`config.mk`:
```
export PLATFORM = sky130hd
export DESIGN_NAME = pill_feeder
export DESIGN_NICKNAME = d
export VERILOG_FILES = /design/src/rtl/bottling_pkg.sv /design/src/rtl/pill_feeder_rise_detect.sv /design/src/rtl/pill_feeder.sv
export SDC_FILE = /design/constraint.sdc
export NUM_CORES = 1
export LEC_CHECK = 0
export CAP_MARGIN = 15
export CORE_UTILIZATION = 53
export DETAILED_ROUTE_END_ITERATION = 16
export MAX_ROUTING_LAYER = met4
export PLACE_DENSITY = 0.73
export SLEW_MARGIN = 20
export SYNTH_ARGS = -nofsm -noshare
export SYNTH_HDL_FRONTEND = slang
export SYNTH_SLANG_ARGS = --single-unit
```
`constraint.sdc`:
```
create_clock -name clk_1khz -period 8 [get_ports clk_1khz]
set_clock_uncertainty 0.1 [all_clocks]
set_input_delay 2 -clock clk_1khz [delete_from_list [all_inputs] [get_ports clk_1khz]]
set_output_delay 2 -clock clk_1khz [all_outputs]
set_load 0.02 [all_outputs]
```
`src/rtl/bottling_pkg.sv`:
```
// Shared definitions for the bottling line: feeder FSM state encodings,
// fault codes, the jitter LFSR constants and a counter-width helper.
package bottling_pkg;

  typedef enum logic [2:0] {
    S_IDLE    = 3'd0,
    S_FEED    = 3'd1,
    S_GAP     = 3'd2,
    S_STARVED = 3'd3,
    S_HALT    = 3'd4
  } feeder_state_e;

  typedef enum logic [1:0] {
    FAULT_NONE    = 2'd0,
    FAULT_STARVED = 2'd1,
    FAULT_ESTOP   = 2'd2
  } fault_e;

  // 8-bit Fibonacci LFSR, taps 8,6,5,4 -> bit positions 7,5,4,3
  localparam logic [7:0] LFSR_SEED = 8'hA5;
  localparam logic [7:0] LFSR_TAPS = 8'b1011_1000;

  // Bits needed for a down-counter that starts at max_val (at least 1).
  function automatic int unsigned cnt_width(input int unsigned max_val);
    return (max_val < 2) ? 1 : $clog2(max_val + 1);
  endfunction

endpackage

```
`src/rtl/pill_feeder_rise_detect.sv`:
```
// rise_detect: registered rising-edge detector.
// Ports:
//   clk    - clock
//   rst_n  - asynchronous active-low reset
//   sig    - level input
//   rise   - registered one-cycle pulse after sig goes 0 -> 1
module rise_detect (
  input  logic clk,
  input  logic rst_n,
  input  logic sig,
  output logic rise
);

  logic prev;

  always_ff @(posedge clk or negedge rst_n) begin
    if (!rst_n) begin
      prev <= 1'b0;
      rise <= 1'b0;
    end else begin
      prev <= sig;
      rise <= sig & ~prev;
    end
  end

endmodule

```
`src/rtl/pill_feeder.sv`:
```
// pill_feeder: pill source and bottle-conveyor model for the bottling counter.
// Emits one-cycle pill pulses at a programmed interval, depletes a hopper
// level per pill, and runs a bottle-swap gap on bottle_done.
// Optional feature: define PILL_FEEDER_JITTER_EN to add LFSR jitter
// (0..15 cycles) to each pill interval reload.
// Ports:
//   clk_1khz           - sole clock (1 kHz)
//   switch_clr         - asynchronous active-low reset
//   run                - feeding enabled (level)
//   emergncy_stop      - forces HALT (level, active-high)
//   simu_hopper_stop   - freezes the pill interval counter
//   simu_hopper_add    - rising edge adds REFILL_AMOUNT to the hopper
//   simu_conveyor_stop - freezes the bottle-gap countdown
//   bottle_done        - one-cycle pulse when a bottle is full
//   pill_pulse         - one-cycle pulse per dispensed pill
//   bottle_ready       - high while a bottle sits under the chute
//   hopper_level       - pills remaining in the hopper
//   fault              - 0 none, 1 starved, 2 estop
//   feeder_state       - current FSM state
module pill_feeder
  import bottling_pkg::*;
#(
  parameter int unsigned PILL_PERIOD   = 200,
  parameter int unsigned BOTTLE_GAP    = 500,
  parameter int unsigned HOPPER_CAP    = 255,
  parameter int unsigned REFILL_AMOUNT = 50
) (
  input  logic       clk_1khz,
  input  logic       switch_clr,
  input  logic       run,
  input  logic       emergncy_stop,
  input  logic       simu_hopper_stop,
  input  logic       simu_hopper_add,
  input  logic       simu_conveyor_stop,
  input  logic       bottle_done,
  output logic       pill_pulse,
  output logic       bottle_ready,
  output logic [7:0] hopper_level,
  output logic [1:0] fault,
  output logic [2:0] feeder_state
);

`ifdef PILL_FEEDER_JITTER_EN
  localparam int unsigned RELOAD_MAX = PILL_PERIOD - 1 + 15;
`else
  localparam int unsigned RELOAD_MAX = PILL_PERIOD - 1;
`endif
  localparam int unsigned CNT_W = cnt_width(RELOAD_MAX);
  localparam int unsigned GAP_W = cnt_width(BOTTLE_GAP - 1);

  feeder_state_e    state_q, state_d;
  fault_e           fault_q, fault_d;
  logic [CNT_W-1:0] interval_q, interval_d;
  logic [GAP_W-1:0] gap_q, gap_d;
  logic [7:0]       level_q, level_d;
  logic             pill_q, pill_d;
  logic             ready_q, ready_d;
  logic             refill;
  logic             dec;
  logic [8:0]       level_sum;
  logic [CNT_W-1:0] reload;

  rise_detect u_add_edge (
    .clk   (clk_1khz),
    .rst_n (switch_clr),
    .sig   (simu_hopper_add),
    .rise  (refill)
  );

`ifdef PILL_FEEDER_JITTER_EN
  logic [7:0] lfsr_q, lfsr_d;

  assign reload = CNT_W'(PILL_PERIOD - 1) + CNT_W'(lfsr_q[3:0]);

  always_comb begin
    lfsr_d = lfsr_q;
    if (pill_d) lfsr_d = {lfsr_q[6:0], ^(lfsr_q & LFSR_TAPS)};
  end

  always_ff @(posedge clk_1khz or negedge switch_clr) begin
    if (!switch_clr) lfsr_q <= LFSR_SEED;
    else             lfsr_q <= lfsr_d;
  end
`else
  assign reload = CNT_W'(PILL_PERIOD - 1);
`endif

  always_ff @(posedge clk_1khz or negedge switch_clr) begin
    if (!switch_clr) begin
      state_q    <= S_IDLE;
      fault_q    <= FAULT_NONE;
      interval_q <= '0;
      gap_q      <= '0;
      level_q    <= 8'(HOPPER_CAP);
      pill_q     <= 1'b0;
      ready_q    <= 1'b1;
    end else begin
      state_q    <= state_d;
      fault_q    <= fault_d;
      interval_q <= interval_d;
      gap_q      <= gap_d;
      level_q    <= level_d;
      pill_q     <= pill_d;
      ready_q    <= ready_d;
    end
  end

  // Priority: estop > bottle_done > pill emission > run deassert.
  always_comb begin
    state_d    = state_q;
    interval_d = interval_q;
    gap_d      = gap_q;
    ready_d    = ready_q;
    pill_d     = 1'b0;
    dec        = 1'b0;

    if (emergncy_stop) begin
      state_d = S_HALT;
    end else begin
      case (state_q)
        S_IDLE: begin
          if (run) begin
            state_d    = S_FEED;
            interval_d = reload;
          end
        end
        S_FEED: begin
          if (bottle_done) begin
            state_d = S_GAP;
            ready_d = 1'b0;
            gap_d   = GAP_W'(BOTTLE_GAP - 1);
          end else if (!simu_hopper_stop && interval_q == '0) begin
            if (level_q != '0) begin
              pill_d     = 1'b1;
              dec        = 1'b1;
              interval_d = reload;
            end else begin
              state_d = S_STARVED;
            end
          end else begin
            if (!simu_hopper_stop) interval_d = interval_q - CNT_W'(1);
            if (!run) state_d = S_IDLE;
          end
        end
        S_GAP: begin
          if (!simu_conveyor_stop) begin
            if (gap_q == '0) begin
              ready_d = 1'b1;
              if (run) begin
                state_d    = S_FEED;
                interval_d = reload;
              end else begin
                state_d = S_IDLE;
              end
            end else begin
              gap_d = gap_q - GAP_W'(1);
            end
          end
        end
        S_STARVED: begin
          if (level_q != '0) begin
            state_d    = S_FEED;
            interval_d = reload;
          end else if (!run) begin
            state_d = S_IDLE;
          end
        end
        S_HALT: begin
          if (!run) state_d = S_IDLE;
        end
        default: state_d = S_IDLE;
      endcase
    end

    // Fault code follows the state being entered.
    case (state_d)
      S_HALT:    fault_d = FAULT_ESTOP;
      S_STARVED: fault_d = FAULT_STARVED;
      default:   fault_d = FAULT_NONE;
    endcase

    // Pill and refill on the same edge combine before saturating.
    level_sum = {1'b0, level_q} - 9'(dec) + (refill ? 9'(REFILL_AMOUNT) : 9'd0);
    if (level_sum > 9'(HOPPER_CAP)) level_d = 8'(HOPPER_CAP);
    else                            level_d = level_sum[7:0];
  end

  assign pill_pulse   = pill_q;
  assign bottle_ready = ready_q;
  assign hopper_level = level_q;
  assign fault        = fault_q;
  assign feeder_state = state_q;

endmodule

```
Figure 1. Met1 routing (run 1).
Supply wires on this layer in gray.
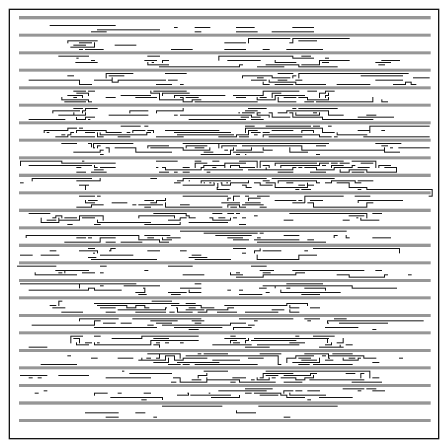
nets with wire on the layer: 265
wire length on this layer: 2,300 µm
share of all routed wire: 48%
longest straight run: 25.8 µm
main direction: horizontal
GR Util met1: 33.7%
DR vias: 1,927
WL final: 4.78 mm

Figure 2. Met2 routing (run 1).
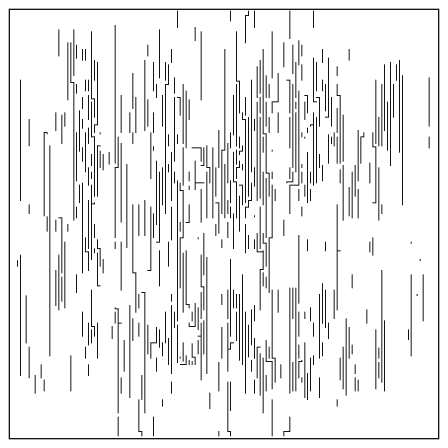
nets with wire on the layer: 250
wire length on this layer: 2,220 µm
met2 usage: 40.6%

==> flow_metrics.env, run 1 <==
# implementation run metrics
export IMPL_status="finished, final reports clean"
export IMPL_power_leader="combinational logic"
export IMPL_cts_setup_buffers=0
export IMPL_reg2reg_from="interval_q[0]$_DFFE_PN0P_"
export IMPL_edf_count=0
export IMPL_routedWlPerCell_um=14.9
export IMPL_min_period_ns=5.61
export IMPL_buffers=24
export IMPL_crit_path_top_delay_cell="nor4b_1"
export IMPL_p_leak_nw=1.14
export IMPL_nonClkBufAreaFrac_pct=9.21
export IMPL_ff2ff_setup_slack_ns=3.90
export IMPL_synthTopCellsByArea="dfrtp_1 28%, dfstp_2 11%, ha_1 9.1%"
export IMPL_powerSeq_mw=0.234
export IMPL_power_frac_seq_pct=34.3
export IMPL_routabilityCongestion=0.913
export IMPL_crit_path_max_incr_delay_ns=0.67
export IMPL_cp_cell_sequence="clkdlybuf4s50_1 > nor4b_1 > nand2_1 > or4_1 > a21oi_1 > ha_1 > inv_1 > ha_1 > a211oi_1 > nor3_1 > o21a_1 > or4_1 > a21o_1"
export IMPL_area_delta_synth_final_pct=16.0
export IMPL_highest_layer="met4"
export IMPL_holdBufCountCts=0
export IMPL_r2r_end="hopper_level[6]$_DFF_PN1_"
export IMPL_hold_depth=1
export IMPL_synthTopCellsByCount="31 x inv_1, 25 x dfrtp_1, 21 x nand2_1"
export IMPL_finalPower_mw=0.681
export IMPL_layout_nets=294
export IMPL_ys_cells=247
export IMPL_initCoreUtil_pct=55.1
export IMPL_logic_gates=173
export IMPL_cp_top_family="simple AND/OR/NAND/NOR gates"
export IMPL_path_max_fanout=5
export IMPL_synthArstFlopShare_pct=100
export IMPL_insertedDiodeCount=0
export IMPL_final_cell_count_no_fill=320
export IMPL_dominant_cells="multi-input combinational cells"
export IMPL_maxCapViolCount=0
export IMPL_yosysChipArea_mm2=0.00220
export IMPL_core_area_mm2=0.00400
export IMPL_crit_path_end_kind="flop"
export IMPL_portBuffers=22
export IMPL_drt_iter0_markers=133
export IMPL_logic_family="simple AND/OR/NAND/NOR gates"
export IMPL_largest_register_ffs=9
export IMPL_tool_warnings=29
export IMPL_simple_gate_area_share_pct=21.5
export IMPL_grt_max_degree=35
export IMPL_grt_total_usage_pct=25.3
export IMPL_yosysWarnings=0
export IMPL_finalMaxSlewViolations=0
export IMPL_comb_area_mm2=0.00119
export IMPL_clk_latency_ns=0.28
export IMPL_postSynthSeqShare_pct=39.1
export IMPL_ys_sh_aoi_pct=21.1
export IMPL_internal_power_mw=0.415
export IMPL_rows=23
export IMPL_placed_area_mm2=0.00246
export IMPL_p_comb_mw=0.318
export IMPL_cts_buffers=5
export IMPL_seq_share_pct=33.7
export IMPL_critical_path_required_ns=8.11
export IMPL_p_sw_share_pct=39.1
export IMPL_rsz0062_at_grt="no"
export IMPL_ctsResizeCount=0
export IMPL_grt_busiest_layer="met2"
export IMPL_whs_endpoint="u_add_edge.rise$_DFF_PN0_"
export IMPL_pre_cts_slack_ns=2.18
export IMPL_mux_share_pct=0.965
export IMPL_clock_buffers=7
export IMPL_htree_levels=2
export IMPL_cts_path_max_buffers=2
export IMPL_top_cell="inv_1"
export IMPL_syn_inst=247
export IMPL_reg2reg_depth=14
export IMPL_overflow=0
export IMPL_dp_cells=312
export IMPL_slew_headroom_pct=37.1
export IMPL_firstDrtPassIters=5
Figure 3. The metal 3 layer (run 1).
Scale bar: 20 µm. Cells faint in the background.
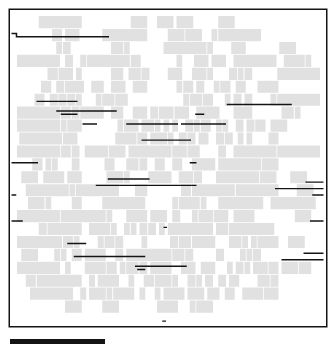
longest straight run: 20.9 µm
wire length on this layer: 192 µm
met3 Use GR: 4.11%

==> run 2: changes to the inputs <==
clock period = 5.2 ns   (was 8 ns; I/O delays follow)
==> flow_metrics.env, run 2 <==
# implementation run metrics
export IMPL_status="finished, final reports clean"
export IMPL_power_frac_seq_pct=34.4
export IMPL_powerSeq_mw=0.361
export IMPL_drt_iter0_markers=89
export IMPL_hold_depth=1
export IMPL_postSynthSeqShare_pct=39.1
export IMPL_htree_levels=2
export IMPL_seq_share_pct=33.7
export IMPL_crit_path_top_delay_cell="or4_1"
export IMPL_top_cell="inv_1"
export IMPL_edf_count=0
export IMPL_crit_path_end_kind="flop"
export IMPL_rows=23
export IMPL_p_leak_nw=1.14
export IMPL_dp_cells=312
export IMPL_r2r_end="hopper_level[6]$_DFF_PN1_"
export IMPL_yosysWarnings=0
export IMPL_buffers=24
export IMPL_insertedDiodeCount=0
export IMPL_crit_path_max_incr_delay_ns=0.51
export IMPL_final_cell_count_no_fill=320
export IMPL_p_sw_share_pct=39.1
export IMPL_whs_endpoint="u_add_edge.rise$_DFF_PN0_"
export IMPL_syn_inst=247
export IMPL_cts_path_max_buffers=2
export IMPL_p_comb_mw=0.488
export IMPL_internal_power_mw=0.639
export IMPL_maxCapViolCount=0
export IMPL_area_delta_synth_final_pct=16.2
export IMPL_grt_busiest_layer="met2"
export IMPL_synthTopCellsByArea="dfrtp_1 28%, dfstp_2 11%, ha_1 9.1%"
export IMPL_tool_warnings=29
export IMPL_yosysChipArea_mm2=0.00220
export IMPL_overflow=0
export IMPL_ys_cells=247
export IMPL_slew_headroom_pct=44.0
export IMPL_critical_path_required_ns=5.32
export IMPL_rsz0062_at_grt="no"
export IMPL_layout_nets=294
export IMPL_comb_area_mm2=0.00119
export IMPL_holdBufCountCts=0
export IMPL_reg2reg_from="interval_q[2]$_DFFE_PN0P_"
export IMPL_largest_register_ffs=9
export IMPL_logic_gates=173
Figure 4. Met2 routing (run 2).
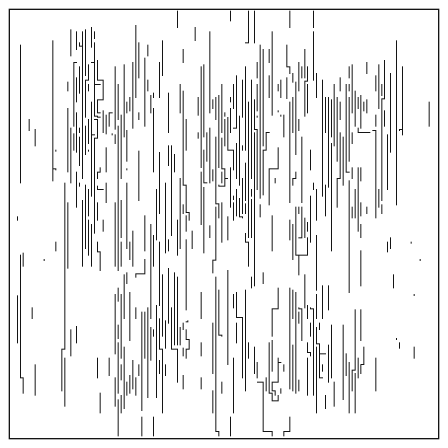
main direction: vertical
share of all routed wire: 47%
nets with wire on the layer: 242
met2 usage: 38.1%
DR vias: 1,885

Figure 5. Met1 routing (run 2).
Supply wires on this layer in gray.
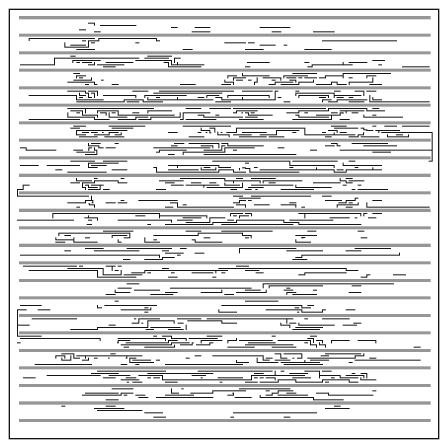
nets with wire on the layer: 275
wire length on this layer: 2,330 µm
GR Util met1: 33.4%
WL final: 4.83 mm

Figure 6. Clock nets (run 2).
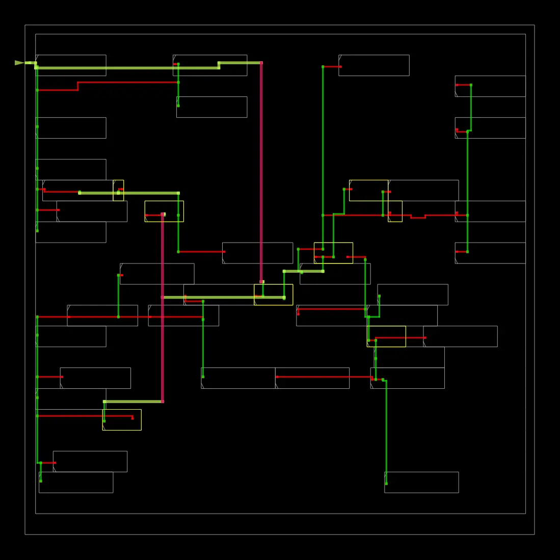
layout clock buffer count: 7
clk pwr: 0.199 mW

==> run 3: changes to the inputs <==
REMOVE_ABC_BUFFERS = 1   (was unset)
SKIP_LAST_GASP = 1   (was unset)
Figure 7. Met1 routing (run 3).
Supply wires on this layer in gray.
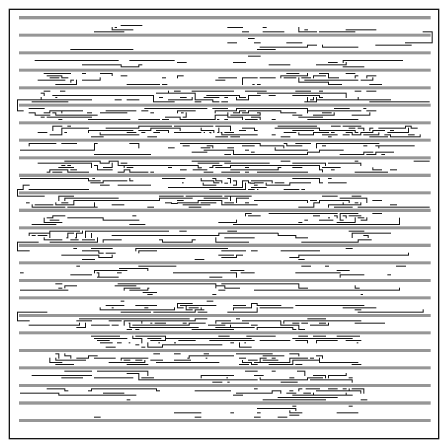
longest straight run: 25.8 µm
main direction: horizontal
DR vias: 1,897
GR Util met1: 33.5%

Figure 8. Clock nets (run 3).
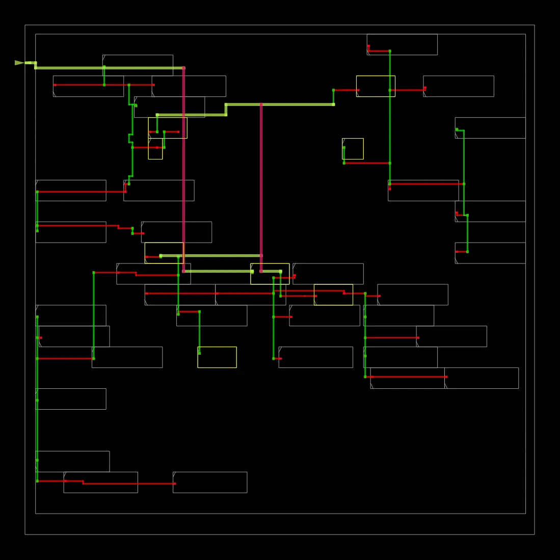
clock sink count: 34
layout clock buffer count: 6
Num CTS Buffers: 5

Figure 9. Met2 routing (run 3).
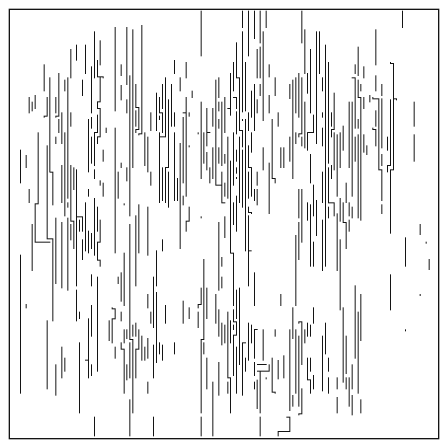
share of all routed wire: 47%
wire length on this layer: 2,170 µm
nets with wire on the layer: 239
main direction: vertical
longest straight run: 34.3 µm
met2 usage: 37.6%
WL final: 4.64 mm

==> flow_metrics.env, run 3 <==
# implementation run metrics
export IMPL_status="finished, final reports clean"
export IMPL_buffers=25
export IMPL_top_cell="inv_1"
export IMPL_rsz0062_at_grt="no"
export IMPL_placed_area_mm2=0.00247
export IMPL_drt_iter0_markers=185
export IMPL_slew_headroom_pct=41.8
export IMPL_nNonClkInverters=31
export IMPL_comb_area_mm2=0.00119
export IMPL_holdBufCountCts=0
export IMPL_yosysChipArea_mm2=0.00220
export IMPL_whs_endpoint="u_add_edge.rise$_DFF_PN0_"
export IMPL_edf_count=0
export IMPL_internal_power_mw=0.637
export IMPL_hold_path_class="reg -> reg"
export IMPL_endpoint="hopper_level[6]$_DFF_PN1_"
export IMPL_reg2reg_from="hopper_level[7]$_DFF_PN1_"
export IMPL_routabilityCongestion=0.923
export IMPL_p_sw_share_pct=39.0
export IMPL_powerSeq_mw=0.361
export IMPL_r2r_end="hopper_level[7]$_DFF_PN1_"
export IMPL_synthArstFlopShare_pct=100
export IMPL_final_cell_count_no_fill=321
export IMPL_overflow=0
export IMPL_dieArea_mm2=0.00442
export IMPL_crit_path_end_kind="flop"
export IMPL_power_frac_seq_pct=34.5
export IMPL_grt_pass1_wl_mm=8.06
export IMPL_dr_wl_met2_mm=2.17
export IMPL_p_comb_mw=0.483
export IMPL_htree_levels=2
export IMPL_critical_path_required_ns=5.32
export IMPL_ys_sh_adder_pct=9.99
export IMPL_crit_path_max_incr_delay_ns=0.49
export IMPL_area_delta_synth_final_pct=16.7
export IMPL_yosysWarnings=0
export IMPL_logic_gates=173
export IMPL_rows=23
export IMPL_seq_share_pct=33.5
export IMPL_hold_depth=1
export IMPL_synth_cell_types=56
export IMPL_final_core_util_pct=64.3
export IMPL_met3_usage_pct=5.65
export IMPL_dp_cells=313
export IMPL_grt_busiest_layer="met2"
export IMPL_portBuffers=22
export IMPL_wl_met3_um=140
export IMPL_maxCapViolCount=0
export IMPL_pg_clk_mw=0.202
export IMPL_cts_path_max_buffers=2
export IMPL_syn_inst=247
export IMPL_critPathKind="in -> reg"
export IMPL_ys_cells=247
export IMPL_synthTopCellsByArea="dfrtp_1 28%, dfstp_2 11%, ha_1 9.1%"
export IMPL_critPathLaunchType="input port"
export IMPL_p_leak_nw=1.15
export IMPL_top_cell_area_share_pct=28.4
export IMPL_power_density_mw_per_mm2=407
export IMPL_postSynthSeqShare_pct=39.1
export IMPL_synth_cell_area_mm2=0.00220
export IMPL_layout_nets=295
export IMPL_tool_warnings=28
export IMPL_largest_register="gap_q"
export IMPL_insertedDiodeCount=0
export IMPL_drive_gt1_share_pct=10.7
export IMPL_largest_register_ffs=9
export IMPL_crit_path_top_delay_cell="or4_1"

==> notes/layouts.md <==
Pictures saved along the way, in no particular order.

Selected gate families.
panel A
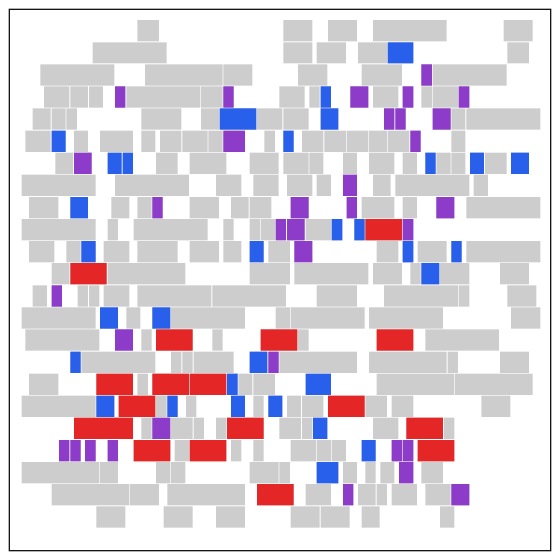
panel B
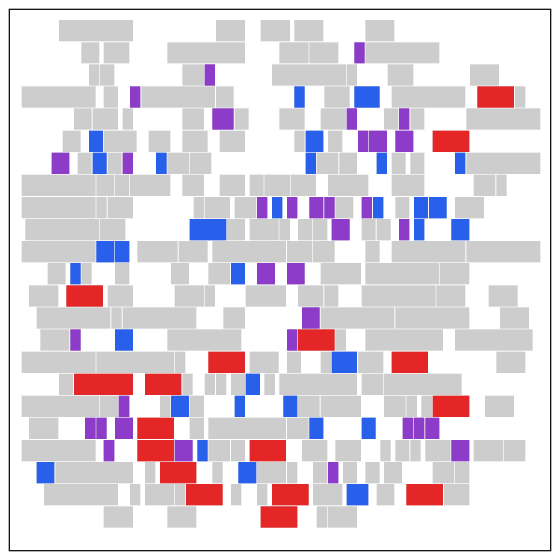
panel A: run 3
panel B: run 1

Key to panel B:
| color | family | cells |
|---|---|---|
| blue | nor cells | 32 |
| red | fa/ha/maj cells | 17 |
| purple | nand cells | 34 |

No activity file was given, so power comes from the tool's default toggle rates.
